## src/rtl/memory_arbiter_pkg.sv

```systemverilog
// Shared types for the cache-side memory arbiter: data words, FSM states and counter width.
package memory_arbiter_pkg;

    typedef logic [31:0] word_t;

    typedef enum logic [1:0] {
        IDLE = 2'd0,
        IACC = 2'd1,
        DACC = 2'd2
    } arb_state_t;

    localparam int CNT_W     = 16;
    localparam int STARVE_W  = 4;

    typedef logic [CNT_W-1:0]    count_t;
    typedef logic [STARVE_W-1:0] starve_t;

endpackage

```

## src/rtl/memory_arbiter_if.sv

```systemverilog
// Cache pair + RAM bundle seen by the arbiter; slave is the arbiter, master drives caches and RAM.
interface memory_arbiter_if;
    import memory_arbiter_pkg::*;

    logic  iREN;
    word_t iaddr;
    logic  iwait;
    word_t iload;

    logic  dREN;
    logic  dWEN;
    word_t daddr;
    word_t dstore;
    logic  dwait;
    word_t dload;

    logic  ramREN;
    logic  ramWEN;
    word_t ramaddr;
    word_t ramstore;
    word_t ramload;
    logic  ramready;

    modport slave (
        input  iREN, iaddr, dREN, dWEN, daddr, dstore, ramload, ramready,
        output iwait, iload, dwait, dload, ramREN, ramWEN, ramaddr, ramstore
    );

    modport master (
        output iREN, iaddr, dREN, dWEN, daddr, dstore, ramload, ramready,
        input  iwait, iload, dwait, dload, ramREN, ramWEN, ramaddr, ramstore
    );

endinterface

```

## src/rtl/memory_arbiter.sv

```systemverilog
// Single-ported RAM arbiter, dcache priority with icache starvation guard; grant registered (>=2 cycles).
// Requesters stall on iwait/dwait until the RAM pulses ramready; one IDLE turnaround between accesses.
module memory_arbiter
    import memory_arbiter_pkg::*;
#(
    parameter int unsigned STARVE_MAX = 4
) (
    input  logic              CLK,
    input  logic              RST,
    memory_arbiter_if.slave   bus,
    output arb_state_t        state_o,
    output starve_t           starve_cnt_o,
    output count_t            icount_o,
    output count_t            dcount_o
);

    localparam starve_t STARVE_LIM = starve_t'(STARVE_MAX);

    arb_state_t state_q, state_d;
    starve_t    starve_q, starve_d;
    count_t     icount_q, dcount_q;

    logic  d_req, rdy, forced, i_done, d_done;
    logic  ram_ren, ram_wen;
    word_t ram_addr, ram_store, i_load, d_load;

    assign d_req  = bus.dREN | bus.dWEN;
    // A ready pulse arriving while reset is asserted must not complete anything.
    assign rdy    = bus.ramready & ~RST;
    assign forced = bus.iREN && (starve_q == STARVE_LIM);
    assign i_done = (state_q == IACC) && bus.iREN && rdy;
    assign d_done = (state_q == DACC) && d_req && rdy;

    always_comb begin
        state_d   = state_q;
        starve_d  = starve_q;
        ram_ren   = 1'b0;
        ram_wen   = 1'b0;
        ram_addr  = '0;
        ram_store = '0;
        i_load    = '0;
        d_load    = '0;

        unique case (state_q)
            IDLE: begin
                if (!bus.iREN)
                    starve_d = '0;
                if (d_req && !forced)
                    state_d = DACC;
                else if (bus.iREN)
                    state_d = IACC;
            end
            IACC: begin
                if (!bus.iREN) begin
                    state_d = IDLE;
                end else begin
                    ram_ren  = 1'b1;
                    ram_addr = bus.iaddr;
                    if (rdy) begin
                        i_load   = bus.ramload;
                        starve_d = '0;
                        state_d  = IDLE;
                    end
                end
            end
            DACC: begin
                if (!d_req) begin
                    state_d = IDLE;
                end else begin
                    ram_wen   = bus.dWEN;
                    ram_ren   = bus.dREN & ~bus.dWEN;
                    ram_addr  = bus.daddr;
                    ram_store = bus.dstore;
                    if (rdy) begin
                        d_load  = bus.dWEN ? '0 : bus.ramload;
                        state_d = IDLE;
                        if (bus.iREN && starve_q != STARVE_LIM)
                            starve_d = starve_q + starve_t'(1);
                    end
                end
            end
            default: state_d = IDLE;
        endcase
    end

    always_ff @(posedge CLK) begin
        if (RST) begin
            state_q  <= IDLE;
            starve_q <= '0;
            icount_q <= '0;
            dcount_q <= '0;
        end else begin
            state_q  <= state_d;
            starve_q <= starve_d;
            if (i_done)
                icount_q <= icount_q + count_t'(1);
            if (d_done)
                dcount_q <= dcount_q + count_t'(1);
        end
    end

    assign bus.iwait    = bus.iREN && !i_done;
    assign bus.dwait    = d_req && !d_done;
    assign bus.iload    = i_load;
    assign bus.dload    = d_load;
    assign bus.ramREN   = ram_ren;
    assign bus.ramWEN   = ram_wen;
    assign bus.ramaddr  = ram_addr;
    assign bus.ramstore = ram_store;

    assign state_o      = state_q;
    assign starve_cnt_o = starve_q;
    assign icount_o     = icount_q;
    assign dcount_o     = dcount_q;

endmodule
```

## src/flat_wrapper.sv

```systemverilog
// flat-port wrapper written by rule: the top's interface ports become plain ports
module memory_arbiter_flat import memory_arbiter_pkg::*;
#(
    parameter int unsigned STARVE_MAX = 4
)
  (CLK, RST, state_o, starve_cnt_o, icount_o, dcount_o, bus_iREN, bus_iaddr, bus_dREN, bus_dWEN, bus_daddr, bus_dstore, bus_ramload, bus_ramready, bus_iwait, bus_iload, bus_dwait, bus_dload, bus_ramREN, bus_ramWEN, bus_ramaddr, bus_ramstore);
  memory_arbiter_if bus_i ();
  input  logic CLK;
  input  logic RST;
  output arb_state_t state_o;
  output starve_t starve_cnt_o;
  output count_t icount_o;
  output count_t dcount_o;
  input wire logic [$bits(bus_i.iREN)-1:0] bus_iREN;
  input wire logic [$bits(bus_i.iaddr)-1:0] bus_iaddr;
  input wire logic [$bits(bus_i.dREN)-1:0] bus_dREN;
  input wire logic [$bits(bus_i.dWEN)-1:0] bus_dWEN;
  input wire logic [$bits(bus_i.daddr)-1:0] bus_daddr;
  input wire logic [$bits(bus_i.dstore)-1:0] bus_dstore;
  input wire logic [$bits(bus_i.ramload)-1:0] bus_ramload;
  input wire logic [$bits(bus_i.ramready)-1:0] bus_ramready;
  output wire logic [$bits(bus_i.iwait)-1:0] bus_iwait;
  output wire logic [$bits(bus_i.iload)-1:0] bus_iload;
  output wire logic [$bits(bus_i.dwait)-1:0] bus_dwait;
  output wire logic [$bits(bus_i.dload)-1:0] bus_dload;
  output wire logic [$bits(bus_i.ramREN)-1:0] bus_ramREN;
  output wire logic [$bits(bus_i.ramWEN)-1:0] bus_ramWEN;
  output wire logic [$bits(bus_i.ramaddr)-1:0] bus_ramaddr;
  output wire logic [$bits(bus_i.ramstore)-1:0] bus_ramstore;
  assign bus_i.iREN = bus_iREN;
  assign bus_i.iaddr = bus_iaddr;
  assign bus_i.dREN = bus_dREN;
  assign bus_i.dWEN = bus_dWEN;
  assign bus_i.daddr = bus_daddr;
  assign bus_i.dstore = bus_dstore;
  assign bus_i.ramload = bus_ramload;
  assign bus_i.ramready = bus_ramready;
  assign bus_iwait = bus_i.iwait;
  assign bus_iload = bus_i.iload;
  assign bus_dwait = bus_i.dwait;
  assign bus_dload = bus_i.dload;
  assign bus_ramREN = bus_i.ramREN;
  assign bus_ramWEN = bus_i.ramWEN;
  assign bus_ramaddr = bus_i.ramaddr;
  assign bus_ramstore = bus_i.ramstore;
  memory_arbiter #(.STARVE_MAX(STARVE_MAX)) u_core (.CLK(CLK), .RST(RST), .bus(bus_i), .state_o(state_o), .starve_cnt_o(starve_cnt_o), .icount_o(icount_o), .dcount_o(dcount_o));
endmodule
```

## config.mk

```make
export PLATFORM = sky130hd
export DESIGN_NAME = memory_arbiter_flat
export DESIGN_NICKNAME = d
export VERILOG_FILES = /design/src/rtl/memory_arbiter_pkg.sv /design/src/rtl/memory_arbiter_if.sv /design/src/rtl/memory_arbiter.sv /design/src/flat_wrapper.sv
export SDC_FILE = /design/constraint.sdc
export NUM_CORES = 1
export LEC_CHECK = 0
export CORE_ASPECT_RATIO = 0.5
export CORE_MARGIN = 3
export CORE_UTILIZATION = 30
export CTS_CLUSTER_DIAMETER = 120
export CTS_CLUSTER_SIZE = 30
export DETAILED_ROUTE_END_ITERATION = 7
export PLACE_DENSITY = 0.82
export REMOVE_ABC_BUFFERS = 1
export SYNTH_ARGS = -nofsm -noshare
export SYNTH_HDL_FRONTEND = slang
export SYNTH_SLANG_ARGS = --single-unit
```

## constraint.sdc

```tcl
create_clock -name CLK -period 2.5 [get_ports CLK]
set_clock_uncertainty 0.05 [all_clocks]
set_input_delay 0.5 -clock CLK [delete_from_list [all_inputs] [get_ports CLK]]
set_output_delay 0.5 -clock CLK [all_outputs]
set_load 0.01 [all_outputs]
```

final_congestion.png
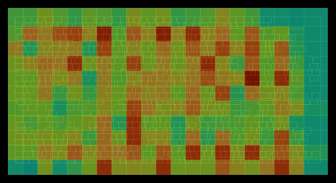
grt met1 use: 30.97%
post-layout util: 69.48%

registers.png
Scale: 2 px per µm. Other sequential cells in the stronger grey, the rest of the logic in the fainter grey.
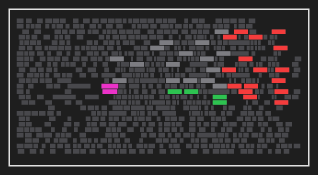
[green] `u_core.starve_cnt_o` | flops: 4
[magenta] `u_core.state_o` | flops: 2
[red] `u_core.icount_o` | flops: 16

==> impl_metrics.csv <==
group,metric,value,unit
critical_path,crit_end,"bus_dload[29]",
power_and_ir_drop,switching_power,538.2,µW
synthesis,synth_chip_area,0.003068,mm²
floorplan,fp.dieW,149.0,µm
sta,slew_viol_final,0,
synthesis,synth.cellmix.compoundShare,17.74,%
clocking,cts_setup_buffers,4,
layout,fin_area,0.006738,mm²
hold_path,hold_path_class,"flip-flop to flip-flop",
synthesis,yosysWarningCount,0,
critical_path,crit_path_max_incr_delay,270,ps
routing,first_pass_iters,4,
critical_path,cp.depth,7,
clocking,ctsHoldBuffers,0,
clocking,numCtsBuffers,5,
layout,fin_cells,865,
layout,seq_share,11.36,%
critical_path,rrSetupSlack,400,ps
layout,inverters,9,
layout,nClkBuffers,5,
critical_path,end_kind,"output pin",
sta,rsz0062_at_grt,"no",
clocking,root_buffer,"clkbuf_16",
synthesis,top_area_cell,"dfxtp_1",
routing,wl_per_cell,17.01,µm
layout,comb_area,0.002208,mm²
critical_path,crit_family,"buffers and inverters",
layout,n_antenna_cell,0,
sta,hold_ws,442.5,ps
layout,layout_top_cells,"183 x clkdlybuf4s50_1, 97 x and2_1, 91 x dlygate4sd2_1, 36 x dfxtp_1, 34 x nor2b_1",
critical_path,r2r-end,"u_core.icount_o[11]",
critical_path,start_kind,"input pin",
routing,antenna_left,0,
synthesis,flop_cell,"dfxtp_1",
layout,fin_nets,871,
sta,worstMarginPinSlew,498.9,ps
layout,largest_class,"buffers",
power_and_ir_drop,powerComb,730,µW
routing,drc,0,
synthesis,ys_cells,413,
clocking,ctsResizeCount,132,
power_and_ir_drop,clkPwrFrac,37.8,%
routing,routed_wl,14720,µm
power_and_ir_drop,powerClk,823,µW
power_and_ir_drop,swShare,24.72,%
synthesis,top_cell,"and2_1",
routing,vias_per_cell,4.733,
critical_path,crit_fanout,16,
sta,relSlewSlack,66.52,%
global_routing,grt_pass1_wl,22650,µm
global_routing,met2_usage,43.94,%
layout,n_fill_cell,810,
sta,post-route-min-period,2444,ps
critical_path,crit_path_start,"bus_dWEN",
critical_path,cp.required,1950,ps
flow_run,tool_warnings,30,
critical_path,r2r_cells,8,
clocking,clk_pin_slew,60,ps
clocking,htreeDepth,2,
placed_design,dpl-instance-area,0.006455,mm²
floorplan,dieHeight,77.51,µm
routing,wl_met2,7591,µm
power_and_ir_drop,p_leak,2.948,nW
global_routing,grt_usage,24.32,%
hold_path,hold_depth,1,
power_and_ir_drop,ir_drop,0.2726,mV
layout,layout_top_cell,"clkdlybuf4s50_1",
layout,n_all_buffers,341,
synthesis,fa_ha_area_share,3.263,%
global_routing,grt_max_degree,35,
power_and_ir_drop,power_top_consumer,"clock",
global_routing,grt_busiest_layer,"met2",
clocking,cts_tree,"done",
clocking,clock_path_buffers,2,
power_and_ir_drop,power_frac_seq,28.7,%
floorplan,boundaryPins,304,
critical_path,path_buffers,4,
critical_path,cp_slowest_cell,"dlygate4sd2_1",
global_routing,grt_pass1_vias,4078,
layout,comb_share,32.78,%
global_routing,use_met3,4.317,%
sta,layout_setup_ws,56.06,ps
placed_design,post-place-ws,-464.2,ps
synthesis,async_flop_share,0,%
sta,hold_violations,0,
routing,maxUsedRoutingLayer,"met4",
synthesis,ys.flops,38,
layout,area_delta_synth_final,119.6,%
synthesis,simple_gate_area_share,43.96,%
critical_path,path_class,"input pin to output pin",
routing,drt_iter0_markers,235,
synthesis,synthCells,413,
floorplan,rows,25,
synthesis,edf_count,0,
outcome,status,"complete, no violations",
power_and_ir_drop,p_comb_share,33.5,%
sta,period_used_share,97.76,%
synthesis,syn_area,0.003068,mm²
synthesis,synth.distinct_cells,45,
critical_path,r2r-start,"u_core.state_o[1]",
floorplan,tap_cells,135,
critical_path,path_cells,"dlygate4sd2_1 > nand3b_1 > nor3b_4 > buf_4 > buf_16 > and2_1 > dlygate4sd2_1",
routing,wl_met1,6292,µm
layout,buf_share,49.97,%
placed_design,dp_cells,850,
placed_design,hpwlAfterDp,11890,µm
power_and_ir_drop,seq_power,624,µW
flow_run,drv_cap,0,
layout,clock_area_share,2.878,%
floorplan,fp_util,31.64,%
layout,flops,38,
layout,logic_gate_count,334,
clocking,clock.latency.late_pin,280,ps
routing,vias,4094,
synthesis,synth_area_per_cell,7.428,µm²
synthesis,logic_family,"simple AND/OR/NAND/NOR gates",
routing,routed-wl-met3,681,µm
power_and_ir_drop,power_density,323.2,mW/mm²
pins.png
Scale: 2 px per µm. Pins as bars across the die edge, other pins in grey.
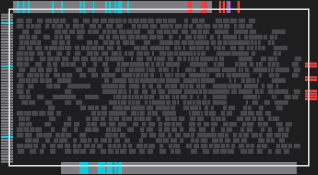
[cyan] `bus_ramaddr` | pins: 32 | direction: output | edge: 15 bottom, 14 top, 3 left
[red] `icount_o` | pins: 16 | direction: output | edge: 8 top, 8 right
[purple] `RST` | pins: 1 | direction: input | edge: top
all pins by edge: 128 bottom, 113 top, 55 left, 8 right

No activity file was given, so power comes from the tool's default toggle rates.
